<file path="src/rtl/uart_tx_if.sv">
// uart_tx_if -- byte request and serial line bundle for uart_tx.
//   P_DATA     [7:0] byte to transmit
//   Data_Valid       one-cycle send request
//   PAR_EN           1 = parity bit inserted
//   PAR_TYP          0 = even, 1 = odd parity
//   prescale   [5:0] CLK cycles per serial bit (0 behaves as 1)
//   TX_OUT           serial line, idle high
//   busy             frame in progress, requests ignored while high
// master: request source; slave: the transmitter.
interface uart_tx_if;
  logic [7:0] P_DATA;
  logic       Data_Valid;
  logic       PAR_EN;
  logic       PAR_TYP;
  logic [5:0] prescale;
  logic       TX_OUT;
  logic       busy;

  modport master (
    output P_DATA, Data_Valid, PAR_EN, PAR_TYP, prescale,
    input  TX_OUT, busy
  );

  modport slave (
    input  P_DATA, Data_Valid, PAR_EN, PAR_TYP, prescale,
    output TX_OUT, busy
  );
endinterface

</file>
<file path="src/rtl/uart_tx.sv">
// uart_tx -- serial transmitter: start bit, 8 data bits LSB first,
// optional parity bit, stop bit; each bit lasts the latched prescale.
//   CLK  rising-edge clock
//   RST  synchronous active-high reset
//   bus  uart_tx_if.slave (P_DATA, Data_Valid, PAR_EN, PAR_TYP, prescale
//        in; TX_OUT, busy out)
// Build option: define UART_TX_PARITY_EN to compile in the PARITY state;
// without it PAR_EN/PAR_TYP are ignored and every frame is 10 bits.
module uart_tx (
  input  logic     CLK,
  input  logic     RST,
  uart_tx_if.slave bus
);

  typedef enum logic [2:0] {
    IDLE,
    START,
    DATA,
`ifdef UART_TX_PARITY_EN
    PARITY,
`endif
    STOP
  } state_t;

  state_t     state_q, state_d;
  logic [5:0] cnt_q, cnt_d;
  logic [2:0] idx_q, idx_d;
  logic [7:0] data_q;
  logic [5:0] presc_q;
  logic       tx_q, tx_d;
  logic       busy_q, busy_d;
  logic       latch;
  logic [5:0] period_last;
  logic       bit_end;

`ifdef UART_TX_PARITY_EN
  logic par_en_q;
  logic par_typ_q;
`else
  logic unused_par;
  assign unused_par = ^{bus.PAR_EN, bus.PAR_TYP};
`endif

  // A prescale of 0 is stretched to a one-cycle bit.
  assign period_last = (presc_q == 6'd0) ? 6'd0 : presc_q - 6'd1;
  assign bit_end     = (cnt_q == period_last);

  // Outputs are computed one cycle ahead and registered, so the start bit
  // appears on the edge that accepts the request.
  always_comb begin
    state_d = state_q;
    cnt_d   = cnt_q;
    idx_d   = idx_q;
    tx_d    = tx_q;
    busy_d  = busy_q;
    latch   = 1'b0;
    case (state_q)
      IDLE: begin
        tx_d   = 1'b1;
        busy_d = 1'b0;
        cnt_d  = '0;
        idx_d  = '0;
        if (bus.Data_Valid) begin
          latch   = 1'b1;
          state_d = START;
          tx_d    = 1'b0;
          busy_d  = 1'b1;
        end
      end
      default: begin
        if (!bit_end) begin
          cnt_d = cnt_q + 6'd1;
        end else begin
          cnt_d = '0;
          case (state_q)
            START: begin
              state_d = DATA;
              idx_d   = '0;
              tx_d    = data_q[0];
            end
            DATA: begin
              idx_d = idx_q + 3'd1;
              if (idx_q == 3'd7) begin
`ifdef UART_TX_PARITY_EN
                if (par_en_q) begin
                  state_d = PARITY;
                  tx_d    = (^data_q) ^ par_typ_q;
                end else begin
                  state_d = STOP;
                  tx_d    = 1'b1;
                end
`else
                state_d = STOP;
                tx_d    = 1'b1;
`endif
              end else begin
                tx_d = data_q[idx_d];
              end
            end
`ifdef UART_TX_PARITY_EN
            PARITY: begin
              state_d = STOP;
              tx_d    = 1'b1;
            end
`endif
            STOP: begin
              state_d = IDLE;
              tx_d    = 1'b1;
              busy_d  = 1'b0;
            end
            default: begin
              state_d = IDLE;
              tx_d    = 1'b1;
              busy_d  = 1'b0;
            end
          endcase
        end
      end
    endcase
  end

  always_ff @(posedge CLK) begin
    if (RST) begin
      state_q   <= IDLE;
      cnt_q     <= '0;
      idx_q     <= '0;
      data_q    <= '0;
      presc_q   <= '0;
      tx_q      <= 1'b1;
      busy_q    <= 1'b0;
`ifdef UART_TX_PARITY_EN
      par_en_q  <= 1'b0;
      par_typ_q <= 1'b0;
`endif
    end else begin
      state_q <= state_d;
      cnt_q   <= cnt_d;
      idx_q   <= idx_d;
      tx_q    <= tx_d;
      busy_q  <= busy_d;
      if (latch) begin
        data_q    <= bus.P_DATA;
        presc_q   <= bus.prescale;
`ifdef UART_TX_PARITY_EN
        par_en_q  <= bus.PAR_EN;
        par_typ_q <= bus.PAR_TYP;
`endif
      end
    end
  end

  assign bus.TX_OUT = tx_q;
  assign bus.busy   = busy_q;

endmodule

</file>
<file path="src/flat_wrapper.sv">
// flat-port wrapper written by rule: the top's interface ports become plain ports
module uart_tx_flat 
  (CLK, RST, bus_P_DATA, bus_Data_Valid, bus_PAR_EN, bus_PAR_TYP, bus_prescale, bus_TX_OUT, bus_busy);
  uart_tx_if bus_i ();
  input  logic CLK;
  input  logic RST;
  input wire logic [$bits(bus_i.P_DATA)-1:0] bus_P_DATA;
  input wire logic [$bits(bus_i.Data_Valid)-1:0] bus_Data_Valid;
  input wire logic [$bits(bus_i.PAR_EN)-1:0] bus_PAR_EN;
  input wire logic [$bits(bus_i.PAR_TYP)-1:0] bus_PAR_TYP;
  input wire logic [$bits(bus_i.prescale)-1:0] bus_prescale;
  output wire logic [$bits(bus_i.TX_OUT)-1:0] bus_TX_OUT;
  output wire logic [$bits(bus_i.busy)-1:0] bus_busy;
  assign bus_i.P_DATA = bus_P_DATA;
  assign bus_i.Data_Valid = bus_Data_Valid;
  assign bus_i.PAR_EN = bus_PAR_EN;
  assign bus_i.PAR_TYP = bus_PAR_TYP;
  assign bus_i.prescale = bus_prescale;
  assign bus_TX_OUT = bus_i.TX_OUT;
  assign bus_busy = bus_i.busy;
  uart_tx u_core (.CLK(CLK), .RST(RST), .bus(bus_i));
endmodule
</file>
<file path="config.mk">
export PLATFORM = sky130hd
export DESIGN_NAME = uart_tx_flat
export DESIGN_NICKNAME = d
export VERILOG_FILES = /design/src/rtl/uart_tx_if.sv /design/src/rtl/uart_tx.sv /design/src/flat_wrapper.sv
export SDC_FILE = /design/constraint.sdc
export NUM_CORES = 1
export LEC_CHECK = 0
export CORE_UTILIZATION = 45
export DETAILED_ROUTE_END_ITERATION = 10
export MAX_ROUTING_LAYER = met4
export PLACE_DENSITY = 0.8
export SLEW_MARGIN = 20
export SYNTH_ARGS = -nofsm -noshare
export SYNTH_HDL_FRONTEND = slang
export SYNTH_SLANG_ARGS = --single-unit
</file>
<file path="constraint.sdc">
create_clock -name CLK -period 4.55 [get_ports CLK]
set_clock_uncertainty 0.15 [all_clocks]
set_input_delay 1.1375 -clock CLK [delete_from_list [all_inputs] [get_ports CLK]]
set_output_delay 1.1375 -clock CLK [all_outputs]
set_load 0.03 [all_outputs]
</file>
### Placement by cell class

The bar under the picture is 20 um long.
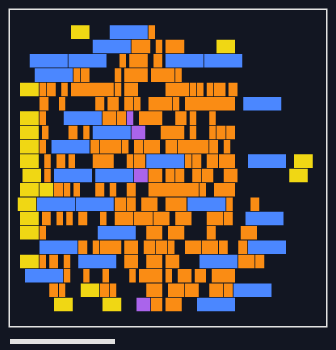
colour	class	cells	share of their area
purple	clock drivers and dummy loads	4	1.5%
yellow	remaining buffers and delay cells	19	11%
orange	remaining logic cells	146	56%
blue	registers	27	32%
flop share of the area: 30.62%
Post-Layout Inst Area: 0.001765 sq mm

### Cell placement

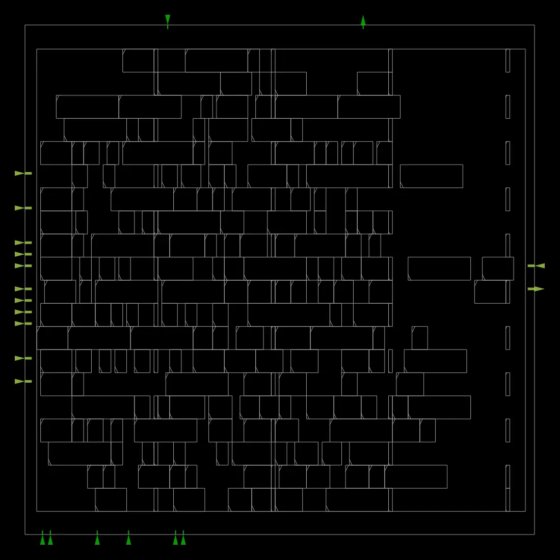
# Taps: 44
row cnt: 20
Flop Count: 27
Core Box Area: 0.003128 sq mm
fill count: 290

### Signal wires on met2

Cells faint in the background.
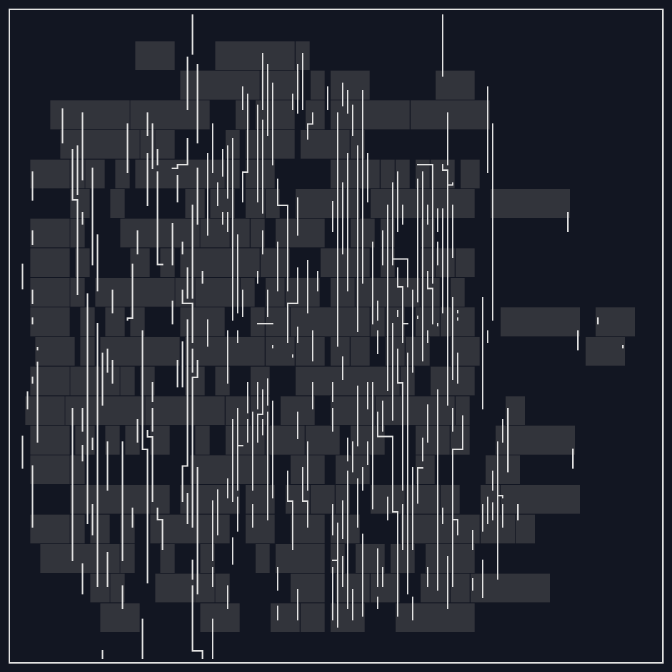
share of all routed wire	45%
wire length on this layer	1,220 um
main direction	vertical
via count: 1,249
met2 Track Usage GR: 29.21%
routed wire length: 2.725 mm

==> results.txt <==
run metrics: critical path class in -> reg, mux share 4.967%, yosys cell count about 180, met2 WL 1.220 mm, crit path cell chain clkdlybuf4s50_1, nand2_1, nor2_1, nor3_1, a21oi_1, o311ai_4, Mean Syn Cell Area 8.539 sq um, nets approximately 220, logic area roughly 930 sq um, Synth area leaders dfxtp_1, nand2_1, ha_1, Slew @ Worst Pin between 0.6 and 0.7 ns, routed wl met3 roughly 62 um, ys async rst share 0%, Metal-1 WL 1.391 mm, Largest regs u_core.data_q x8, u_core.cnt_q x6, u_core.presc_q x6, top cells by count, synth nand2_1, dfxtp_1, a21oi_1, Worst path slowest cell clkdlybuf4s50_1, startpoint types primary input, area occupied by registers ~540 sq um, Pwr top combinational logic, Top logic family simple AND/OR/NAND/NOR gates, comb pwr between 0.4 and 0.5 mW, adder share approximately 6.6%, syn_nets just over 200, IO Count 21, Synth Area in XOR/XNOR a little under 6%, Top Family by Delay on Critical Path simple AND/OR/NAND/NOR gates, met3 usage around 1.5%, H-Tree Depth 1, Pwr Total around 0.85 mW, buffering overhead 10.63%, Placed Area around 0.0017 sq mm, final worst-path setup slack between 1.5 and 2 ns, Post-Layout Cell Count 240, CTS tree yes, worst relative slew slack 54.03%, First-pass DRT Iterations 4, post-DR vias/cell between 5 and 6, # hold bufs at CTS 0, worst path buffer plus inverter count 1, Multi-input comb cells around 140, Hold Path End u_core.data_q[1], status complete, no violations, ClkCell Share between 1 and 1.5%, Final min period about 2.8 ns, Plain + repair buffers 19, Fin. Hold Viols 0
Power figures rest on the tool's default switching activity, not on a simulated workload.
